--- config.mk ---
export PLATFORM = sky130hd
export DESIGN_NAME = pwm_capture
export DESIGN_NICKNAME = d
export VERILOG_FILES = /design/src/rtl/pwm_pkg.sv /design/src/rtl/pwm_edge_detect.sv /design/src/rtl/pwm_capture.sv
export SDC_FILE = /design/constraint.sdc
export NUM_CORES = 1
export LEC_CHECK = 0
export CAP_MARGIN = 10
export CELL_PAD_IN_SITES_DETAIL_PLACEMENT = 2
export CELL_PAD_IN_SITES_GLOBAL_PLACEMENT = 2
export CORE_UTILIZATION = 37
export DETAILED_ROUTE_END_ITERATION = 8
export PLACE_DENSITY = 0.8
export SLEW_MARGIN = 25
export SYNTH_ARGS = -nofsm -noshare
export SYNTH_HDL_FRONTEND = slang
export SYNTH_SLANG_ARGS = --single-unit
--- constraint.sdc ---
create_clock -name Clk -period 2.5 [get_ports Clk]
set_input_delay 0.75 -clock Clk [delete_from_list [all_inputs] [get_ports Clk]]
set_output_delay 0.75 -clock Clk [all_outputs]
set_load 0.03 [all_outputs]
--- src/rtl/pwm_pkg.sv ---
// Shared PWM definitions: capture FSM states, counter width,
// default timeout and a saturating increment helper.
package pwm_pkg;

  localparam int PWM_CNT_W = 32;

  localparam logic [PWM_CNT_W-1:0] TIMEOUT_DEF = 32'd2000000;

  typedef enum logic [1:0] {
    IDLE,
    WAIT_RISE,
    HIGH,
    LOW
  } pwm_state_e;

  function automatic logic [PWM_CNT_W-1:0] sat_inc(
    input logic [PWM_CNT_W-1:0] v
  );
    return (&v) ? v : v + 1'b1;
  endfunction

endpackage

--- src/rtl/pwm_edge_detect.sv ---
// PWM input synchronizer and registered rise/fall strobes.
// PWM_CAPTURE_GLITCH_FILTER_EN adds a FILTER_LEN-sample level filter.
module pwm_edge_detect
  import pwm_pkg::*;
#(
  parameter int SYNC_STAGES = 2,
  parameter int FILTER_LEN  = 4
) (
  input  logic Clk,
  input  logic Rst_n,
  input  logic pwm_in,
  output logic rise,
  output logic fall,
  output logic level
);

  logic [SYNC_STAGES-1:0] sync_q;
  logic [SYNC_STAGES-1:0] sync_d;
  logic sample;
  logic level_q, level_d;
  logic rise_q, rise_d;
  logic fall_q, fall_d;

  assign sync_d = {sync_q[SYNC_STAGES-2:0], pwm_in};
  assign sample = sync_q[SYNC_STAGES-1];

`ifdef PWM_CAPTURE_GLITCH_FILTER_EN
  localparam int RUN_W = $clog2(FILTER_LEN + 1);

  logic [RUN_W-1:0] run_q, run_d;

  // run counts consecutive samples disagreeing with the held level
  always_comb begin
    level_d = level_q;
    run_d   = '0;
    if (sample != level_q) begin
      if (run_q == RUN_W'(FILTER_LEN - 1)) begin
        level_d = sample;
      end else begin
        run_d = run_q + 1'b1;
      end
    end
  end

  always_ff @(posedge Clk or negedge Rst_n) begin
    if (!Rst_n) begin
      run_q <= '0;
    end else begin
      run_q <= run_d;
    end
  end
`else
  logic unused_filter_len;

  assign unused_filter_len = (FILTER_LEN != 0);
  assign level_d = sample;
`endif

  always_comb begin
    rise_d = level_d & ~level_q;
    fall_d = ~level_d & level_q;
  end

  always_ff @(posedge Clk or negedge Rst_n) begin
    if (!Rst_n) begin
      sync_q  <= '0;
      level_q <= 1'b0;
      rise_q  <= 1'b0;
      fall_q  <= 1'b0;
    end else begin
      sync_q  <= sync_d;
      level_q <= level_d;
      rise_q  <= rise_d;
      fall_q  <= fall_d;
    end
  end

  assign rise  = rise_q;
  assign fall  = fall_q;
  assign level = level_q;

endmodule

--- src/rtl/pwm_capture.sv ---
// PWM period / high-time capture with signal-loss timeout.
// Define PWM_CAPTURE_GLITCH_FILTER_EN to enable the input glitch filter.
module pwm_capture
  import pwm_pkg::*;
#(
  parameter int SYNC_STAGES = 2,
  parameter logic [PWM_CNT_W-1:0] TIMEOUT_CYCLES = TIMEOUT_DEF,
  parameter int FILTER_LEN = 4
) (
  input  logic                 Clk,
  input  logic                 Rst_n,
  input  logic                 en,
  input  logic                 pwm_in,
  output logic [PWM_CNT_W-1:0] total_dur,
  output logic [PWM_CNT_W-1:0] high_dur,
  output logic                 valid,
  output logic                 timeout,
  output logic                 lost_level
);

  logic rise, fall, level;

  pwm_edge_detect #(
    .SYNC_STAGES(SYNC_STAGES),
    .FILTER_LEN (FILTER_LEN)
  ) u_edge (
    .Clk   (Clk),
    .Rst_n (Rst_n),
    .pwm_in(pwm_in),
    .rise  (rise),
    .fall  (fall),
    .level (level)
  );

  pwm_state_e state_q, state_d;
  logic [PWM_CNT_W-1:0] cnt_q, cnt_d;
  logic [PWM_CNT_W-1:0] idle_q, idle_d;
  logic [PWM_CNT_W-1:0] hi_q, hi_d;
  logic [PWM_CNT_W-1:0] tot_q, tot_d;
  logic [PWM_CNT_W-1:0] hd_q, hd_d;
  logic valid_q, valid_d;
  logic to_q, to_d;
  logic ll_q, ll_d;

  always_comb begin
    state_d = state_q;
    cnt_d   = rise ? PWM_CNT_W'(1) : sat_inc(cnt_q);
    idle_d  = '0;
    hi_d    = hi_q;
    tot_d   = tot_q;
    hd_d    = hd_q;
    valid_d = 1'b0;
    to_d    = to_q;
    ll_d    = ll_q;
    if (!en) begin
      state_d = IDLE;
    end else begin
      unique case (state_q)
        IDLE: state_d = WAIT_RISE;
        WAIT_RISE: begin
          if (rise) begin
            state_d = HIGH;
            to_d    = 1'b0;
          end else begin
            idle_d = sat_inc(idle_q);
            if (idle_q == TIMEOUT_CYCLES) begin
              to_d = 1'b1;
              ll_d = level;
            end
          end
        end
        HIGH: begin
          if (fall) begin
            state_d = LOW;
            hi_d    = cnt_q;
          end else if (cnt_q == TIMEOUT_CYCLES) begin
            state_d = WAIT_RISE;
            to_d    = 1'b1;
            ll_d    = level;
          end
        end
        LOW: begin
          // an edge always beats a coincident timeout
          if (rise) begin
            state_d = HIGH;
            tot_d   = cnt_q - 1'b1;
            hd_d    = hi_q;
            valid_d = 1'b1;
            to_d    = 1'b0;
          end else if (cnt_q == TIMEOUT_CYCLES) begin
            state_d = WAIT_RISE;
            to_d    = 1'b1;
            ll_d    = level;
          end
        end
        default: state_d = IDLE;
      endcase
    end
  end

  always_ff @(posedge Clk or negedge Rst_n) begin
    if (!Rst_n) begin
      state_q <= IDLE;
      cnt_q   <= '0;
      idle_q  <= '0;
      hi_q    <= '0;
      tot_q   <= '0;
      hd_q    <= '0;
      valid_q <= 1'b0;
      to_q    <= 1'b0;
      ll_q    <= 1'b0;
    end else begin
      state_q <= state_d;
      cnt_q   <= cnt_d;
      idle_q  <= idle_d;
      hi_q    <= hi_d;
      tot_q   <= tot_d;
      hd_q    <= hd_d;
      valid_q <= valid_d;
      to_q    <= to_d;
      ll_q    <= ll_d;
    end
  end

  assign total_dur  = tot_q;
  assign high_dur   = hd_q;
  assign valid      = valid_q;
  assign timeout    = to_q;
  assign lost_level = ll_q;

endmodule

Run 1, cell area per tile:
Drawn at 2 px/um. The die is cut into 15 by 15 equal tiles; black is low, pale yellow is high, 0 to 100% covered.
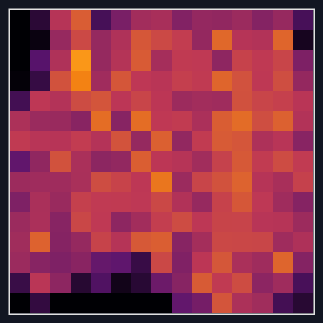
4.9% of the tiles are nearly empty. 0.40% of the tiles are over 75% full. The fullest tile reaches 77%. The mean over all tiles is 43%.
Core ar.: 21900 um^2
Init Core Util: 37.9%
post-layout utilization of the core: 47.1%

Run 1, clock distribution:
Drawn at 2 px/um.
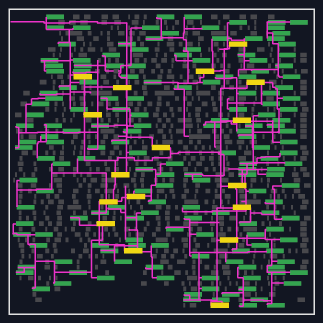
clock wires: drawn in magenta, length 2600 um. clock-net drivers: drawn in yellow, count 17. flip-flops: drawn in green, count 170.
There are 18 routed clock nets.
Latency at later pin: 450 ps
final setup skew: 15.9 ps
Clk pwr share: 40.7%
clk pwr: 2880 uW

Run 1, signal wires on met2:
Drawn at 2 px/um.
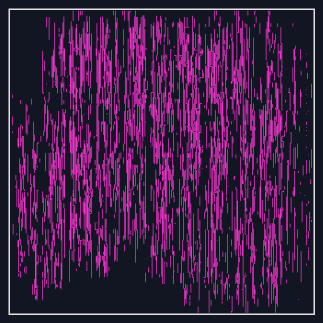
The longest straight run is 46.2 um. 910 nets have wire on it. The wires run mostly vertical. The layer carries 13800 um of wire. The layer holds 51% of the routed length.

==> ci_impl_report.md, run 1 <==
### Flow metrics

| Metric | Value |
|---|---|
| Hold_buf cts | `0` |
| Most instantiated logic cells after routing | `dfrtp_1, nand2_1, o21ai_0, clkdlybuf4s50_1, buf_4` |
| GRT Util Overall | `25.0%` |
| Layout clock buffer count | `18` |
| Data arrival, critical path | `2790 ps` |
| Tap Cells | `280` |
| Nonclk buf count | `140` |
| DRT iter0 DRCs | `302` |
| Detail Route met2 WL | `13800 um` |
| Multiplexer share | `4.18%` |
| EDFF count, synth | `0` |
| Synth Area per Inst | `9.63 um^2` |
| GR Util met1 | `31.7%` |
| Routed Antenna Nets | `0` |
| Status | `complete, no violations` |
| Synth Seq Share | `51.3%` |
| Crit path buffers/inverters | `0` |
| Signal buf overhead | `12.9%` |
| Final Hold Fails | `0` |
| CTS buffer count | `17` |
| Worst setup endpoint | `total_dur[31]$_DFFE_PN0P_` |
| Yosys stat cell total | `861` |
| Leading area contributor after synthesis | `dfrtp_1` |
| Slowest cell delay on critical path | `600 ps` |
| Clock buf/inv share | `5.91%` |
| Setup Slack @ Placement | `-143 ps` |
| WL/cell | `21.7 um` |
| Die area | `23000 um^2` |
| Vias in the first global route | `7821` |
| Main logic family after synthesis | `simple AND/OR/NAND/NOR gates` |
| Comb pwr share | `17.3%` |
| Warnings, synthesis | `0` |
| Clk sink count | `170` |
| Measured slew at the worst slew-check pin | `646 ps` |
| Chip height | `152 um` |
| Largest net degree at the start of global routing | `60` |
| CP top delay family | `simple AND/OR/NAND/NOR gates` |
| Most numerous logic cell after layout | `dfrtp_1` |
| Comb area | `3710 um^2` |
| Total global routing overflow | `0` |
| GRT met3 Usage | `3.95%` |
| Non-clock inverter count | `13` |
| Flop area | `4250 um^2` |
| Post-route cell area | `10300 um^2` |
| Flops out of synthesis | `170` |
| Main flop type | `dfrtp_1` |
| P_comb | `1220 uW` |
| Layout cells sized above 1 | `16.6%` |
| Depth of the CTS H-tree | `4` |
| Worst r2r src | `cnt_q[19]$_DFFE_PN0P_` |
| Flop count | `170` |
| Post CTS Setup Buffer Count | `0` |
| Period minus WS final | `2460 ps` |
| Standard-cell row count | `54` |
| Critical Path Stages | `5` |
| Max Used Layer | `met4` |
| Crit start category | `flop` |
| P&R area growth vs syn | `24.3%` |
| Count leader, synth | `dfrtp_1` |
| Post-synth cell types | `59` |
| Required @ worst endpoint | `2830 ps` |
| Root buffer cell | `clkbuf_16` |
| Aoi share | `9.96%` |
| Simple-Gate Area Share | `24.4%` |
| Fillers | `2298` |
| Antenna cells | `0` |
| Internal | `4950 uW` |
| Sw power | `2120 uW` |
| Clk buf depth | `2` |
| Reg2Reg Depth | `5` |
| Synth Cell Area | `8290 um^2` |
| Slew Limit Headroom | `56.4%` |
| Critical Path Start | `cnt_q[19]$_DFFE_PN0P_` |
| Cell count after synthesis | `861` |
| Setup TNS | `0 ps` |
| Synth top area share | `51.3%` |
| DR pass1 iterations | `5` |
| Gpl congestion | `0.782` |
Run 1, clock nets:
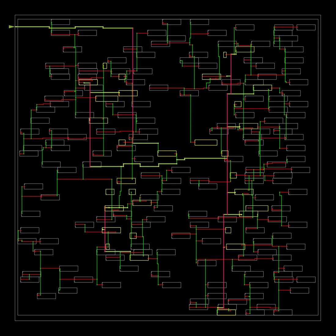

==> run 2: changes to the inputs <==
--- a/config.mk
+++ b/config.mk
@@ -8,9 +8,10 @@
 export CAP_MARGIN = 10
 export CELL_PAD_IN_SITES_DETAIL_PLACEMENT = 2
 export CELL_PAD_IN_SITES_GLOBAL_PLACEMENT = 2
-export CORE_UTILIZATION = 37
+export CORE_UTILIZATION = 35
 export DETAILED_ROUTE_END_ITERATION = 8
-export PLACE_DENSITY = 0.8
+export GPL_TIMING_DRIVEN = 0
+export PLACE_DENSITY = 0.76
 export SLEW_MARGIN = 25
 export SYNTH_ARGS = -nofsm -noshare
 export SYNTH_HDL_FRONTEND = slang
Run 2, clock nets:
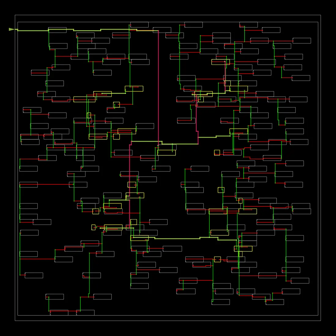
flop count: 170
Latency at later pin: 440 ps

Run 2, cell area per tile:
Drawn at 2 px/um. The die is cut into 16 by 16 equal tiles; black is low, pale yellow is high, 0 to 100% covered.
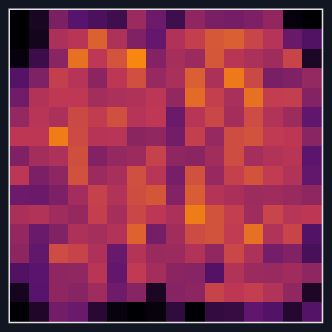
The mean over all tiles is 41%. The fullest tile reaches 74%. 3.5% of the tiles are nearly empty.

==> run 2 against run 1 <==
  * Count of clock-buffer cells in the layout is 1 lower
  * Combinational power down 7%
  * Critical path type unchanged
  * First-iteration DRC count rose by 17%
  * Sequential share of layout area rose by 0.31 points
  * Die area increased by 5.6%
  * Largest power group unchanged
  * Clock power down 8.7%
  * Highest routed layer unchanged
  * Clock skew down 3.2 ps
  * Largest cell class unchanged
  * Core utilization shrank 2.4 points
  * Sequential power barely moved
  * Synthesized cell count is the same
==> ci_impl_report.md, run 2 <==
### Flow metrics

| Metric | Value |
|---|---|
| Simple-Gate Area Share | `24.4% (unchanged)` |
| Gpl congestion | `0.764 (was 0.782)` |
| Final setup skew | `12.7 ps (was 15.9 ps)` |
| Synth Cell Area | `8290 um^2 (unchanged)` |
| Synth Seq Share | `51.3% (unchanged)` |
| Comb pwr share | `16.9% (was 17.3%)` |
| Aoi share | `9.96% (unchanged)` |
| Internal | `4710 uW (was 4950 uW)` |
| Leading area contributor after synthesis | `dfrtp_1 (unchanged)` |
| Post-synth cell types | `59 (unchanged)` |
| P&R area growth vs syn | `23.4% (was 24.3%)` |
| Synth top area share | `51.3% (unchanged)` |
| Tap Cells | `313 (was 280)` |
| Setup Slack @ Placement | `-529 ps (was -143 ps)` |
| Clk sink count | `170 (unchanged)` |
| Nonclk buf count | `134 (was 140)` |
| GRT Util Overall | `22.5% (was 25.0%)` |
| Post-layout utilization of the core | `44.6% (was 47.1%)` |
| Post CTS Setup Buffer Count | `2 (was 0)` |
| Required @ worst endpoint | `2810 ps (was 2830 ps)` |
| Slew Limit Headroom | `51.4% (was 56.4%)` |
| P_comb | `1140 uW (was 1220 uW)` |
| DR pass1 iterations | `4 (was 5)` |
| Cell count after synthesis | `861 (unchanged)` |
| Data arrival, critical path | `2720 ps (was 2790 ps)` |
| Vias in the first global route | `7511 (was 7821)` |
| Main flop type | `dfrtp_1 (unchanged)` |
| Slowest cell delay on critical path | `530 ps (was 600 ps)` |
| Worst r2r src | `cnt_q[18]$_DFFE_PN0P_ (was cnt_q[19]$_DFFE_PN0P_)` |
| Clk pwr | `2630 uW (was 2880 uW)` |
| Init Core Util | `36.2% (was 37.9%)` |
| Depth of the CTS H-tree | `4 (unchanged)` |
| GRT met3 Usage | `3.78% (was 3.95%)` |
| Status | `complete, no violations (unchanged)` |
| Crit path buffers/inverters | `1 (was 0)` |
| Reg2Reg Depth | `6 (was 5)` |
| Total global routing overflow | `0 (unchanged)` |
| CP top delay family | `simple AND/OR/NAND/NOR gates (unchanged)` |
| Signal buf overhead | `11.4% (was 12.9%)` |
| Setup TNS | `0 ps (unchanged)` |
| DRT iter0 DRCs | `353 (was 302)` |
| Count leader, synth | `dfrtp_1 (unchanged)` |
| Main logic family after synthesis | `simple AND/OR/NAND/NOR gates (unchanged)` |
| Chip height | `156 um (was 152 um)` |
| Sw power | `2040 uW (was 2120 uW)` |
| Layout clock buffer count | `17 (was 18)` |
| Critical Path Stages | `6 (was 5)` |
| Routed Antenna Nets | `0 (unchanged)` |
Power and IR drop assume default switching activity.
